[config.mk]
export PLATFORM = sky130hd
export DESIGN_NAME = pipe_hazard_ctrl
export DESIGN_NICKNAME = d
export VERILOG_FILES = /design/src/rtl/pipe_hazard_ctrl.sv
export SDC_FILE = /design/constraint.sdc
export NUM_CORES = 1
export LEC_CHECK = 0
export CAP_MARGIN = 20
export CORE_MARGIN = 1.5
export CORE_UTILIZATION = 35
export CTS_CLUSTER_DIAMETER = 30
export DETAILED_ROUTE_END_ITERATION = 6
export PLACE_DENSITY = 0.68
export SETUP_SLACK_MARGIN = 0.3
export SYNTH_ARGS = -nofsm -noshare
export SYNTH_HDL_FRONTEND = slang
export SYNTH_SLANG_ARGS = --single-unit
[constraint.sdc]
create_clock -name clk -period 1.5 [get_ports clk]
set_input_delay 0.225 -clock clk [delete_from_list [all_inputs] [get_ports clk]]
set_output_delay 0.225 -clock clk [all_outputs]
set_load 0.05 [all_outputs]
[src/rtl/pipe_hazard_ctrl.sv]
// Hazard/sequencing control for the decode-to-execute register: multi-cycle stall,
// bubble insert, branch flush and registered forwarding selects. Optional HAZARD_PERF_CNT_EN.
module pipe_hazard_ctrl #(
  parameter int unsigned MC_LAT = 3,
  parameter int unsigned CNT_W  = 4
) (
  input  logic       clk,
  input  logic       rst,
  input  logic       dec_valid,
  input  logic       dec_multicycle,
  input  logic [2:0] dec_rs1,
  input  logic [2:0] dec_rs2,
  input  logic       ex_regwrite,
  input  logic [2:0] ex_reg,
  input  logic [2:0] ex_reg2,
  input  logic       wb_regwrite,
  input  logic [2:0] wb_reg,
  input  logic       flush,
  output logic       stall,
  output logic       id_ex_en,
  output logic       id_ex_bubble,
  output logic [1:0] fwd_a_sel,
  output logic [1:0] fwd_b_sel,
  output logic       mc_active,
  output logic       mc_done
`ifdef HAZARD_PERF_CNT_EN
  ,
  output logic [15:0] perf_stall_cnt
`endif
);

  localparam logic [CNT_W-1:0] CNT_IDLE = '0;
  localparam logic [CNT_W-1:0] CNT_LAST = CNT_W'(1);
  // MC_LAT==1 loads zero, so single-cycle builds never leave IDLE
  localparam logic [CNT_W-1:0] CNT_LOAD = CNT_W'(MC_LAT - 1);

  logic [CNT_W-1:0] cnt;
  logic             accept;
  logic [1:0]       fwd_a_nxt;
  logic [1:0]       fwd_b_nxt;

  function automatic logic [1:0] fwd_pick(input logic [2:0] rs, input logic exw,
                                          input logic [2:0] e1, input logic [2:0] e2,
                                          input logic wbw, input logic [2:0] wr);
    logic [1:0] sel;
    sel = 2'b00;
    if (exw && rs == e1)      sel = 2'b01;
    else if (exw && rs == e2) sel = 2'b10;
    else if (wbw && rs == wr) sel = 2'b11;
    return sel;
  endfunction

  always_comb begin
    stall        = (cnt != CNT_IDLE);
    mc_active    = stall;
    id_ex_en     = ~stall | flush;
    id_ex_bubble = flush | (~stall & ~dec_valid);
    accept       = dec_valid & ~stall & ~flush;
    fwd_a_nxt    = fwd_pick(dec_rs1, ex_regwrite, ex_reg, ex_reg2, wb_regwrite, wb_reg);
    fwd_b_nxt    = fwd_pick(dec_rs2, ex_regwrite, ex_reg, ex_reg2, wb_regwrite, wb_reg);
  end

  always_ff @(posedge clk or posedge rst) begin
    if (rst) begin
      cnt     <= CNT_IDLE;
      mc_done <= 1'b0;
    end else begin
      mc_done <= ~flush & (cnt == CNT_LAST);
      if (flush)
        cnt <= CNT_IDLE;
      else if (stall)
        cnt <= cnt - CNT_LAST;
      else if (accept && dec_multicycle)
        cnt <= CNT_LOAD;
    end
  end

  // Bubble (including flush) clears the selects; a held register keeps them
  always_ff @(posedge clk or posedge rst) begin
    if (rst) begin
      fwd_a_sel <= 2'b00;
      fwd_b_sel <= 2'b00;
    end else if (id_ex_bubble) begin
      fwd_a_sel <= 2'b00;
      fwd_b_sel <= 2'b00;
    end else if (id_ex_en) begin
      fwd_a_sel <= fwd_a_nxt;
      fwd_b_sel <= fwd_b_nxt;
    end
  end

`ifdef HAZARD_PERF_CNT_EN
  always_ff @(posedge clk or posedge rst) begin
    if (rst)
      perf_stall_cnt <= '0;
    else if (stall && perf_stall_cnt != '1)
      perf_stall_cnt <= perf_stall_cnt + 16'd1;
  end
`endif

endmodule

Fig. 1: run 1, cell outlines without signal wires
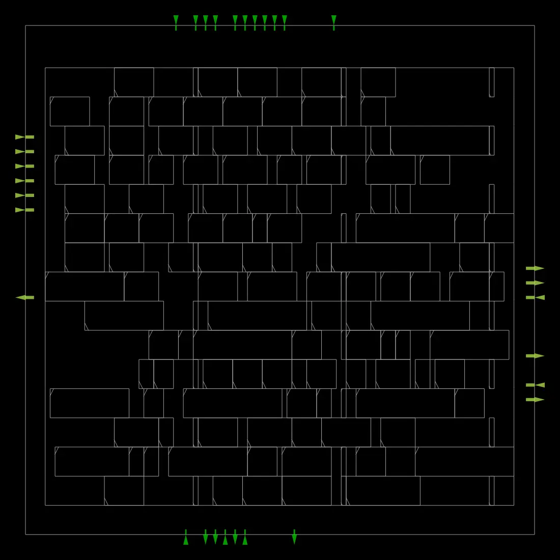
number of rows created at floorplan: 15
Seq cells: 9
floorplan core area: 1780 µm²
Final Core Density: 67.8%
sequential cell area share: 18.6%

Fig. 2: run 1, signal wires by layer
Scale: 8 px per µm. Only two layers are drawn.
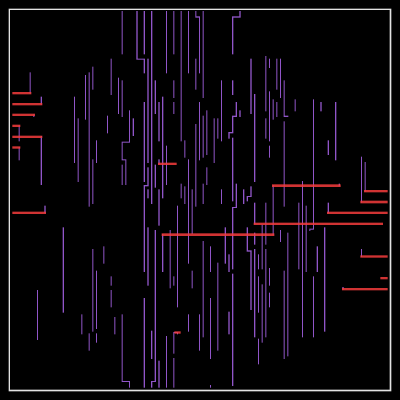
Key: purple = M2 [wire length 847 µm]; red = M3 [wire length 79.3 µm]
total wire length after detailed routing: 1720 µm
overall routing resource usage: 16.7%

==> commit_impl_results.txt, run 1 <==
Add synthesis and place-and-route results

* Most instantiated logic cells after routing: 21 x sky130_fd_sc_hd__clkdlybuf4s50_1, 20 x sky130_fd_sc_hd__xnor2_1, 17 x sky130_fd_sc_hd__buf_4
- Entering global routing, the biggest net connects 10 pins.
- Post-synthesis sequential element count: 9
- Clock network power consumption: 195 µW
- For reference, the critical path is launched at cnt[0].
- Global routing put the most usage on met2.
- Violated checks: negative setup slack
* Critical Path Sink Type: primary output
- Looking at the clock tree report, the root buffer type is sky130_fd_sc_hd__clkbuf_4.
- Pint: 1080 µW
- Portion of total power attributed to combinational logic: 70.8%
* Setup slack of the worst register-to-register path: -30 ps
- Static Leak: 0.000523 µW
- Per the synth stats, the flop cell with the highest instance count is sky130_fd_sc_hd__dfrtp_1.
- After legalization and detailed placement, the total HPWL measured 1460 µm.
- Post-route clock skew: 1.15 ps
- Total clock buffers created by CTS: 3
* Reported net switching power: 741 µW
- Number of enable flip-flop cells: 0
* Combinational logic power: 1290 µW
- Buffers plus inverters on the worst setup path: 4
- Clock slew at reported path FFs: 60 ps
* Total Die Area: 2250 µm²
- The worst path in the final design needs a cycle of 1710 ps, including I/O delays and setup.
- Yosys printed 0 warnings.
* Post_cts resized: 4
- Once iteration 0 of detailed routing completed, the report listed 4 DRC markers.
* Total power: 1820 µW
* Most used cell along the critical path: sky130_fd_sc_hd__inv_2
- Global routing finished with a remaining overflow of 0.
- Yosys synthesis chip area: 692 µm²
- Routability congestion estimate from global placement: 0.710
- Basic Gates by Area: 21.3%
- Sorting the synthesized cells by area gives the leading types as sky130_fd_sc_hd__dfrtp_1 33%, sky130_fd_sc_hd__xnor2_1 25%, sky130_fd_sc_hd__ha_1 5.4%.
- Delay of the slowest critical-path stage: 380 ps
- Placement-stage worst setup slack: -45.9 ps
* Top cell type's share of synthesized area: 32.5%
- Number of vias per cell after detailed routing: 4.68
* Depth of the critical timing path with buffers and inverters included: 7
- The timing report attributes the biggest portion of critical-path delay to buffers and inverters.
- The highest metal layer carrying signal wires in the routed design is met4.
- Based on the critical path, the design can be clocked at up to 584 MHz.
- Setup TNS: -833 ps
* Crit share post-route: 114%
- Net count of the finished layout: 144
- Data on the critical path is required at its endpoint by 1270 ps.
- Worst-path maximum fanout: 3
- Sequential share of power: 18.4%
- XOR-XNOR Cells, Area Fraction: 25.3%
- From the final report, the count of setup violators was given as 7.
* Post-route setup slack: -211 ps
* Most used standard cells in the synthesized netlist: 20 x sky130_fd_sc_hd__xnor2_1, 9 x sky130_fd_sc_hd__dfrtp_1, 5 x sky130_fd_sc_hd__inv_1, 5 x sky130_fd_sc_hd__nand2_1
- The placement stage leaves a total instance area of 1120 µm².
* Top cell type by instance count after synthesis: sky130_fd_sc_hd__xnor2_1
- The number of antenna diodes in the final layout is 0.
- Aoi share: 11.6%
- First drt pass iteration count: 4
* Overall die width: 47.5 µm
- FF-to-FF Start: cnt[0]
- Met3 Wirelength: 79 µm
* Biggest power consumer among the groups: combinational logic
* Highest-delay cell along the critical path: sky130_fd_sc_hd__dfrtp_1
* Total length of routed met2 wires: 847 µm
- Area leader, netlist: sky130_fd_sc_hd__dfrtp_1
- The routed layout has 669 vias.
- Data arrives at the worst endpoint at 1490 ps.
* Clk network pwr share: 10.7%
- Sequential elements use 32.5% of the synthesized area.
- Cts-stage hold buffer count: 0
- TritonCTS clock tree: yes
- Type of the worst setup path: flop to primary output
* I/O pin count: 31
* Status: finished, violations left
- Max_slew headroom: 77.5%
* Maximum VDD drop: 1.22 mV
* Average cell area after synthesis: 9.75 µm²
* Final worst hold slack: 211 ps
- Number of antenna violations at the first check in global routing: 0
- Number of post-CTS setup repair buffers: 4
- The first global-routing pass estimated 2610 µm of wire.
- The tool flagged a number of max-cap violations equal to 0.
* Number of global-route vias before repair: 610
Fig. 3: run 1, layout detail
Region (9, 9) to (39, 39) µm. Cells in grey, sequential cells in the stronger grey; small squares are vias.
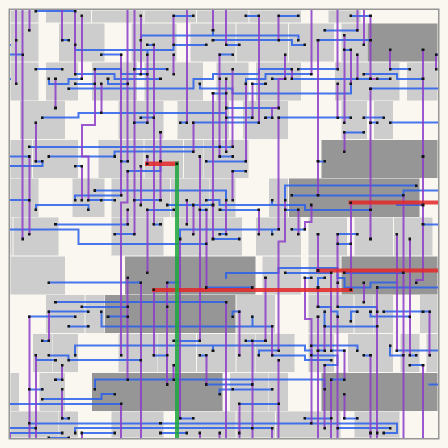
Key: green = M4; blue = M1; red = M3; purple = M2
76 logic cells have their middle in the window. Netlist names of flops here include `cnt` (3), `fwd_a_sel` (2), `fwd_b_sel` (2). Most frequent: xnor2_1 (17), buf_4 (10), dfrtp_1 (8). Sequential cells in the window: 8.

## run 1: cell type report
| cell class | instances | area [µm²] |
|---|---|---|
| Fill cell | 143 | 574 |
| Tap cell | 25 | 31.3 |
| Sequential cell | 9 | 225 |
| Multi-Input combinational cell | 56 | 458 |
| Inverter | 5 | 18.8 |
| Clock buffer | 4 | 26.3 |
| Timing Repair Buffer | 44 | 449 |
## run 1: worst register-to-register path: cells and delay by family (launching register included)
| family | cells | cell delay (ps) |
|---|---|---|
| adders and majority gates | 1 | 130 |
| buffers and inverters | 3 | 320 |
| AOI/OAI and AO/OA | 2 | 270 |
| and+or+nand+nor | 2 | 370 |
| DFF | 1 | 380 |
## run 1: registers in the layout, summed over array words and instances, names as in the netlist
register   flops
fwd_b_sel      2
mc_done        1
fwd_a_sel      2
cnt            4
--- run 2 (diff from run 1) ---
- SKIP_LAST_GASP: default -> 1
Fig. 4: run 2, wire density map
Scale: 6 px per µm. The die is cut into 9 by 9 equal tiles; dark purple is low, yellow is high, scaled to the fullest tile. Values are wire area over tile area, all layers added.
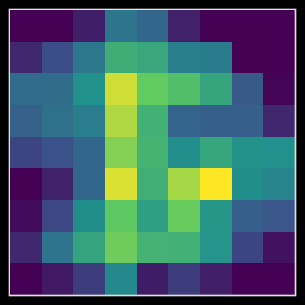
32% of the tiles are over half the peak. 15% of the tiles are nearly empty. The densest ninth of the die: centre. The fullest tile reaches 0.33.
total number of vias: 669
Routed wire per std cell: 12.0 µm

==> commit_impl_results.txt, run 2 <==
Add synthesis and place-and-route results

- Status: finished, violations left (unchanged)
- Violated checks: negative setup slack (unchanged)
- The iteration-0 DRC count of the detailed router is 4 (unchanged).
- The number of CTS-inserted buffers is 3 (unchanged).
- Placement-stage worst setup slack: -45.9 ps (unchanged)
- The synthesis-to-finish area growth was 74.7% (unchanged).
* Cell-by-cell trace of the critical path: inv_2 -> ha_1 -> nor3b_4 -> buf_4 -> nor2_2 -> inv_2 -> buf_12 (unchanged)
* H-Tree Level Count: 1 (unchanged)
* Average cell area after synthesis: 9.75 µm² (unchanged)
- Arrival time worst endpoint: 1490 ps (about the same)
- The most frequent cell after synthesis is sky130_fd_sc_hd__xnor2_1 (unchanged).
- Fill cell instance count of the final layout: 143 (unchanged)
- First drt pass iteration count: 4 (unchanged)
- The CTS tree was yes (unchanged).
* Total power: 1820 µW (unchanged)
- The highest metal layer with signal wires is met4 (unchanged).
* Number of post-CTS setup repair buffers: 4 (unchanged)
- Maximum frequency from static timing analysis: 584 MHz (unchanged)
- Non-Clock Inverter Count: 5 (unchanged)
- Cell Pwr Density: 1510 nW/µm² (unchanged)
* Post-route setup slack: -211 ps (unchanged)
- Cell family with the largest share of critical-path delay: buffers and inverters (unchanged)
* Highest-delay cell along the critical path: sky130_fd_sc_hd__dfrtp_1 (unchanged)
- The detailed-route DRC error count came to 0 (unchanged).
* Combinational gates: 56 (unchanged)
- Clock Path Buffers: 2 (unchanged)
* Total routed wire length on the met1 layer: 761 µm (unchanged)
- Post-Place Cell Area: 1120 µm² (unchanged)
- The count of inserted antenna diode cells came to 0 (unchanged).
- The register ranked first by flip-flop count was cnt (unchanged).
- Most used standard cells in the synthesized netlist: 20 x sky130_fd_sc_hd__xnor2_1, 9 x sky130_fd_sc_hd__dfrtp_1, 5 x sky130_fd_sc_hd__inv_1, 5 x sky130_fd_sc_hd__nand2_1 (unchanged)
* Comb gate area: 458 µm² (unchanged)
* First-pass GRT wire length: 2610 µm (unchanged)
* Global-route met3 utilization: 4.53% (unchanged)
- Post_cts resized: 4 (unchanged)
- Regs by FF count: cnt x4, fwd_a_sel x2, fwd_b_sel x2 (unchanged).
- The most frequent logic cell in the layout is sky130_fd_sc_hd__clkdlybuf4s50_1 (unchanged).
- The core area came to 1780 µm² (unchanged).
* Number of nets at floorplan: 96 (unchanged)
- The horizontal die size was 47.5 µm (unchanged).
- Critical Path Sink Type: primary output (unchanged)
* Most instantiated logic cells after routing: 21 x sky130_fd_sc_hd__clkdlybuf4s50_1, 20 x sky130_fd_sc_hd__xnor2_1, 17 x sky130_fd_sc_hd__buf_4 (unchanged)
* Global-route met1 utilization: 21.4% (unchanged)
- The final setup violation count is 7 (unchanged).
* Net count of the finished layout: 144 (unchanged)
* Area leader, netlist: sky130_fd_sc_hd__dfrtp_1 (unchanged)
* Worst-path maximum fanout: 3 (unchanged)
- The number of buffers added to fix hold violations after cts was 0 (unchanged).
- The portion of the layout cell area used by clock cells was 2.17% (unchanged).
* Tapcell Cnt: 25 (unchanged)
- The kind of path behind the tightest hold check is primary input to asynchronous set/reset pin (unchanged).
* Number of vias per cell after detailed routing: 4.68 (unchanged)
* Final worst hold slack: 211 ps (unchanged)
- Cell variety after synth: 21 (unchanged)
- The leftover overflow at the end of global routing came to 0 (unchanged).
* Worst-case reg-to-reg path depth: 8 (unchanged)
- Main area contributors: sky130_fd_sc_hd__dfrtp_1 33%, sky130_fd_sc_hd__xnor2_1 25%, sky130_fd_sc_hd__ha_1 5.4% (unchanged).
* Flip-flop count of the largest register after layout: 4 (unchanged)
* Post-synth design cell area: 692 µm² (unchanged)
- Most used cell along the critical path: sky130_fd_sc_hd__inv_2 (unchanged)
* Global-route met2 utilization: 28.1% (unchanged)
* Flip-flop and latch area: 225 µm² (unchanged)
* Portion of total power attributed to combinational logic: 70.8% (about the same)
- The type of origin of the critical path is a flop (unchanged).
- Top cell type's share of synthesized area: 32.5% (unchanged)
- The number of global-route vias before repair came to 610 (unchanged).
- Number of rows created at floorplan: 15 (unchanged)
* Post-route clock skew: 1.15 ps (unchanged)
- The overall die area came to 2250 µm² (unchanged).
- The register bit total from synthesis is 9 (unchanged).
- The number of maximum-capacitance constraint violations was 0 (unchanged).
- Clk network pwr share: 10.7% (about the same)
- The area fraction in and, or, nand and nor cells is 21.3% (unchanged).
- The source of the worst register-to-register timing path is cnt[0] (unchanged).
* Crit share post-route: 114% (unchanged)
* Init Core Util: 38.8% (unchanged)
- Delay of the slowest critical-path stage: 380 ps (about the same)
* Sequential cell area share: 18.6% (unchanged)
* Setup TNS: -833 ps (unchanged)
- The weighted congestion reported at the end of routability-driven placement came to 0.710 (unchanged).
* Final count of pins violating max slew: 0 (unchanged)
* Vertical die dimension: 47.5 µm (unchanged)
* Synth Instances: 71 (unchanged)
* Static Leak: 0.000523 µW (unchanged)
- The slew of the pin with the lowest slew margin was 337 ps (unchanged).
- The largest net degree at the start of global routing was 10 (unchanged).
- Maximum VDD drop: 1.22 mV (unchanged)
- The dominant synthesized flop cell was sky130_fd_sc_hd__dfrtp_1 (unchanged).
- The AND-OR/OR-AND share of the synthesized area was 11.6% (unchanged).
- Adder-Cell Fraction of Synth Area: 5.42% (unchanged)
* Count of plain and timing-repair buffers: 44 (unchanged)
- Type of the worst setup path: flop to primary output (unchanged)
- Number of enable flip-flop cells: 0 (unchanged)
* Layer with the highest usage: met2 (unchanged)
* Total length of routed met2 wires: 847 µm (unchanged)
- The fraction of area in multi-input gates is 37.9% (unchanged).
- The total length of routed wires was 1720 µm (unchanged).
* Endpoint required time on the critical path: 1270 ps (about the same)
- Non-filler instance count after layout: 143 (unchanged)
- The number of placed cells counting well taps was 132 (unchanged).
- The utilization of the core after routing is 67.8% (unchanged).
- The placed wire-length estimate after detailed placement was 1460 µm (unchanged).
- Yosys synthesis chip area: 692 µm² (unchanged)
* Clock period minus worst slack: 1710 ps (unchanged)
- The number of buffers and inverters on the critical path is 4 (unchanged).
* XOR-XNOR Cells, Area Fraction: 25.3% (unchanged)
- The number of warnings in the stage logs came to 31 (unchanged).
- The sequential fraction of the synthesis area was 32.5% (unchanged).
- The internal cell power is 1080 µW (unchanged).
- The non-clock buffer share of cell area came to 37.2% (unchanged).
- The sequential fraction of design power was 18.4% (about the same).
* Worst r2r dst: fwd_b_sel[1] (unchanged)
- Setup slack of the worst register-to-register path: -30 ps (about the same)
- Yosys cell count: 71 (unchanged)
- Overall routing resource usage: 16.7% (unchanged)
* Seq cells: 9 (unchanged)
* Final instance area: 1210 µm² (unchanged)
- Root Driver: sky130_fd_sc_hd__clkbuf_4 (unchanged)
* Clock slew at reported path FFs: 60 ps (about the same)
- The leading cell category by total area is combinational gates (unchanged).
* Top logic cell family in the synthesized netlist: XOR/XNOR gates (unchanged)
- The initial antenna violation count was 0 (unchanged).
* Share of final-layout standard cells stronger than drive strength 1: 33.1% (unchanged)
* Total of buffers placed on input and output ports: 30 (unchanged)
* Met3 Wirelength: 79 µm (unchanged)
* I/O pin count: 31 (unchanged)
- The clock tree buffer count of the final layout is 4 (unchanged).
- Max_slew headroom: 77.5% (unchanged)
- Setup repair after global routing missed its margin: true (unchanged)
- The count of yosys warnings during synthesis was 0 (unchanged).
- The switching power was 741 µW (unchanged).
==> run 2: worst max path at each step <==
stage / from / endpoint / slack, ps / depth (start not counted)
final: cnt[0] / id_ex_en / -210 / 7
after global routing: cnt[0] / id_ex_en / -300 / 7
after CTS: cnt[0] / id_ex_en / -220 / 7
after detailed placement: cnt[1] / mc_active / -50 / 6
after global placement: cnt[1] / stall / -20 / 6
after floorplan: cnt[0] / id_ex_bubble / -250 / 5
==> run 2: power groups by stage <==
stage / sequential (µW) / clock (µW) / combinational (µW)
floorplan: 382 / 0 / 548
global placement: 339 / 0 / 1090
CTS: 336 / 203 / 1230
detailed placement: 337 / 0 / 1120
finish: 336 / 195 / 1290
global route: 341 / 217 / 1380
No activity file was given, so power comes from the tool's default toggle rates.
